$ cat src/rtl/cfglut_n.sv
// cfglut_n -- reconfigurable K-input look-up table with a serial
// configuration chain.
//
// The 2^K-bit truth table is loaded from INIT at reset and can be replaced
// at run time by shifting new contents in through CDI, MSB first. The table
// MSB is always visible on CDO, so several blocks can be daisy-chained.
//
// Parameters
//   K     LUT input count (2..8)
//   INIT  truth table loaded at reset, 2^K bits
//   OREG  0: O5/O6 combinational, 1: O5/O6 registered (one cycle latency)
//
// Ports
//   CLK       clock, rising edge active
//   RST_N     asynchronous active-low reset
//   CE        shift enable for the configuration chain
//   CDI       serial configuration data in
//   I         LUT address, K bits
//   O6        K-input lookup, mem[I]
//   O5        (K-1)-input lookup from the lower half of the table (I[K-1] ignored)
//   CDO       serial configuration data out, table MSB
//   CFG_DONE  one-cycle pulse after every 2^K-th shift
module cfglut_n #(
  parameter int unsigned         K    = 5,
  parameter logic [(1<<K)-1:0]   INIT = '0,
  parameter bit                  OREG = 1'b0
) (
  input  logic         CLK,
  input  logic         RST_N,
  input  logic         CE,
  input  logic         CDI,
  input  logic [K-1:0] I,
  output logic         O6,
  output logic         O5,
  output logic         CDO,
  output logic         CFG_DONE
);

  localparam int unsigned N = 1 << K;
  localparam logic [K:0]  CNT_LAST = {1'b0, {K{1'b1}}};

  logic [N-1:0]   mem;
  logic [N/2-1:0] mem_lo;
  logic [K:0]     cnt;
  logic           done_q;
  logic           lut6;
  logic           lut5;

  // Configuration chain and reload counter. The counter survives CE-low
  // gaps, so the done pulse marks the 2^K-th shift since reset or last wrap.
  always_ff @(posedge CLK or negedge RST_N) begin
    if (!RST_N) begin
      mem    <= INIT;
      cnt    <= '0;
      done_q <= 1'b0;
    end else begin
      done_q <= CE && (cnt == CNT_LAST);
      if (CE) begin
        mem <= {mem[N-2:0], CDI};
        cnt <= (cnt == CNT_LAST) ? '0 : cnt + (K+1)'(1);
      end
    end
  end

  assign mem_lo   = mem[N/2-1:0];
  assign lut6     = mem[I];
  assign lut5     = mem_lo[I[K-2:0]];
  assign CDO      = mem[N-1];
  assign CFG_DONE = done_q;

  generate
    if (OREG) begin : g_oreg
      logic o6_q;
      logic o5_q;

      // Captures the lookup on pre-edge table and address, regardless of CE.
      always_ff @(posedge CLK or negedge RST_N) begin
        if (!RST_N) begin
          o6_q <= 1'b0;
          o5_q <= 1'b0;
        end else begin
          o6_q <= lut6;
          o5_q <= lut5;
        end
      end

      assign O6 = o6_q;
      assign O5 = o5_q;
    end else begin : g_comb
      assign O6 = lut6;
      assign O5 = lut5;
    end
  endgenerate

endmodule

$ cat config.mk
export PLATFORM = sky130hd
export DESIGN_NAME = cfglut_n
export DESIGN_NICKNAME = d
export VERILOG_FILES = /design/src/rtl/cfglut_n.sv
export SDC_FILE = /design/constraint.sdc
export NUM_CORES = 1
export LEC_CHECK = 0
export CORE_MARGIN = 2
export CORE_UTILIZATION = 40
export DETAILED_ROUTE_END_ITERATION = 10
export PLACE_DENSITY = 0.6
export SLEW_MARGIN = 5
export SYNTH_ARGS = -nofsm -noshare
export SYNTH_HDL_FRONTEND = slang
export SYNTH_SLANG_ARGS = --single-unit
$ cat constraint.sdc
create_clock -name CLK -period 2.15 [get_ports CLK]
set_input_delay 0.43 -clock CLK [delete_from_list [all_inputs] [get_ports CLK]]
set_output_delay 0.43 -clock CLK [all_outputs]
set_load 0.01 [all_outputs]
Figure 1. Metal layers overlaid.
Only two layers are drawn.
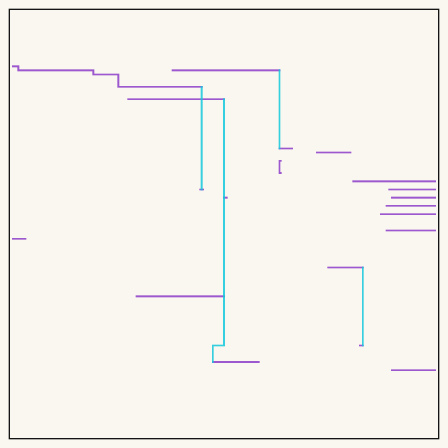
[cyan] M4 | wire length: 88.2 um
[purple] M3 | wire length: 169 um
wire per inst: 14.34 um
GRT Util Overall: 14.20%
WL final: 3.026 mm
via count: 1110

Figure 2. Clock nets.
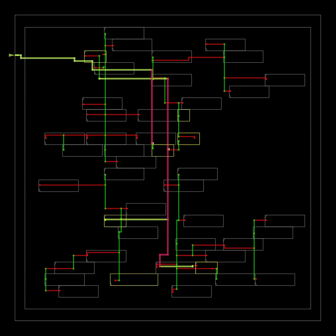
latest clock arrival within the worst-skew pair: 0.29 ns
Sink Count: 39

Figure 3. Cell classes on the final placement.
The bar under the picture is 20 um long.
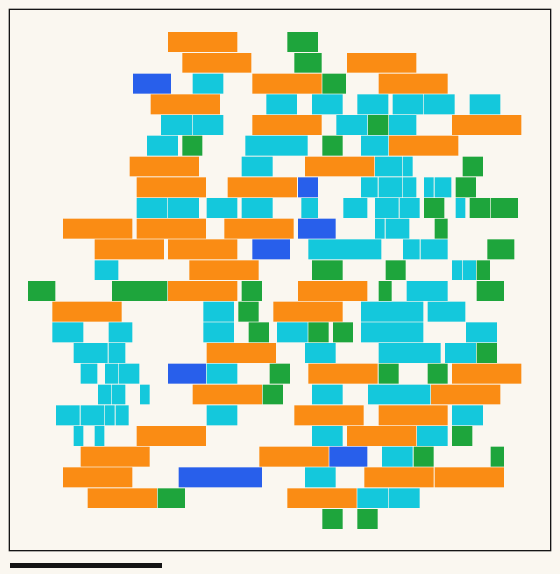
[cyan] remaining logic cells | cells: 77
[green] remaining buffers and delay cells | cells: 36
[blue] clock drivers and dummy loads | cells: 7
[orange] registers | cells: 39
FP Rows: 24
core area: 4324 um^2
Util after Layout: 51.39%
flop share of the area: 43.92%
final instance area: 2222 um^2

==> flow_summary.toml <==
# flow metrics
[critical_path]
crit_type = "flip-flop to output pin"
endpoint_kind = "output pin"
rr_endpoint = "cnt[5]"
rr_startpoint = "cnt[0]"
ff2ff_setup_slack_ns = 0.84
cp-start-kind = "flip-flop"
r2r_cells = 3
cp_max_fo = 2
crit_arrival_ns = 1.72

[finish]
comb_area_share_pct = 34.52
inverters = 3
final-clk-cell-share_pct = 4.786
dominant_cells = "registers"
layout_top_cell = "dfrtp_1"
nonClkBufAreaFrac_pct = 13.34
clkbuf_count = 5
area_delta_synth_final_pct = 24.28
buffers = 36
logic_gates = 74
diodes = 0
fin_nets = 169
final_layout_top_logic_cells = "dfrtp_1, mux2_2, buf_4, clkdlybuf4s50_1"
layout.area.comb_um2 = 767.0

[synth]
ys_async_sr_fraction_pct = 100.0
ys_sh_aoi_pct = 2.029
synth_cell_types = 30
adder_share_pct = 0.6998
synth.avg_cell_area_um2 = 14.66
logic_family = "multiplexers"
yosys_cells = 122
ys_chip_area_um2 = 1788
simple_gate_area_share_pct = 6.368
ys_seq_share_pct = 54.58
synthesis.nets = 132
yosys-mux-area-fraction_pct = 31.63
synth-edff-count = 0
ys_ff = 39
syn_inst = 122

[die]
nWellTaps = 52
fp_util_pct = 41.35
die_area_um2 = 5020
die_w_um = 70.86
ios = 13

[global_routing]
antenna_found_initial = 0
grt_pass1_wl_mm = 5.444
grt_pass1_vias = 1154

[min_path]
hold_path_class = "primary input to asynchronous set/reset pin"

[placed_design]
port_buffers = 12
place_ws_ns = -0.8140
place_area_um2 = 2101
dpl.hpwl_mm = 2.207
place_inst = 201
gp_congestion = 0.7517

[final_timing]
fin_crit_sh_pct = 99.85
setup_viol = 0
min_period_ns = 2.147
max_slew_margin_pct = 43.01
tns_ns = 0
hold_ws_ns = 0.2449
worst_slew_pin_slew_ns = 0.8549
hold_violations = 0
max_freq_mhz = 465.8

[drt]
firstDrtPassIters = 4
drc_errors = 0
antenna_left = 0
drt-initial-drc-count = 73

[power_and_ir_drop]
ir_worst_vdd_v = 0.0006066
p_total_mw = 2.624
p_leak_nw = 1.001

[cts]
cts-root-buf = "clkbuf_8"
cts_tree = "built"
htreeDepth = 2
max-clock-path-buffers = 2
ctsHoldBuffers = 0

[outcome]
status = "finished clean"

[run]
max_cap_violations = 0
[cells in the mapped netlist, types with 2 or more instances]
| cell | n | area share (%) |
|---|---|---|
| dfrtp_1 | 39 | 55 |
| mux2_2 | 33 | 21 |
| mux4_2 | 5 | 6.3 |
| mux2i_1 | 4 | 2.2 |
| buf_2 | 3 | 0.84 |
| inv_1 | 3 | 0.63 |
| nand2_1 | 3 | 0.63 |
| nand3_1 | 3 | 0.84 |
| nand4_1 | 3 | 1.0 |
| nor2_1 | 3 | 0.63 |
| xnor2_1 | 3 | 1.5 |
| or4_1 | 2 | 0.84 |
[cells by family (layout without fill, tap and decap cells)]
logic type,Yosys count,in the layout
muxes,44,44
DFF,39,39
and+or+nand+nor,20,20
buffers and inverters,9,46
AOI/OAI and AO/OA,5,5
xor gates and xnor gates,4,4
adders and majority gates,1,1
[routing by layer]
metal / global-route usage (%) / wire [um]
met1: 17.81 / 1353
met2: 21.81 / 1415
met3: 5.128 / 169
met4: 7.128 / 88
met5: 0 / 0
[power breakdown]
group,internal [mW],switching (mW)
registers,1.03,0.220
clock network,0.339,0.245
logic,0.538,0.253
[state kept, by name, summed over array words and instances, names as in the netlist]
| name | count |
|---|---|
| cnt | 6 |
| mem | 32 |
| CFG_DONE | 1 |
[timing repair]
action                                  in CTS  in global routing
pin swaps                                    3                  1
resized                                     19                  0
setup buffers                                3                  0
endpoints found under the setup margin       2                  2
hold endpoints to repair                     0                  0
[how the worst max path moves through the flow]
stage	endpoint	slack, ns	cells after the start
floorplan	O6	0.20	5
global placement	O6	-0.81	6
detailed placement	O6	-0.81	6
CTS	O6	-0.02	5
global route	O6	-0.10	5
finish	O6	0.003	5
[critical path: stages (launching register included)]
cell	delay, ns
dfrtp_1	0.39
mux4_2	0.46
mux2_4	0.29
nand3_2	0.06
nand4_1	0.09
buf_2	0.15
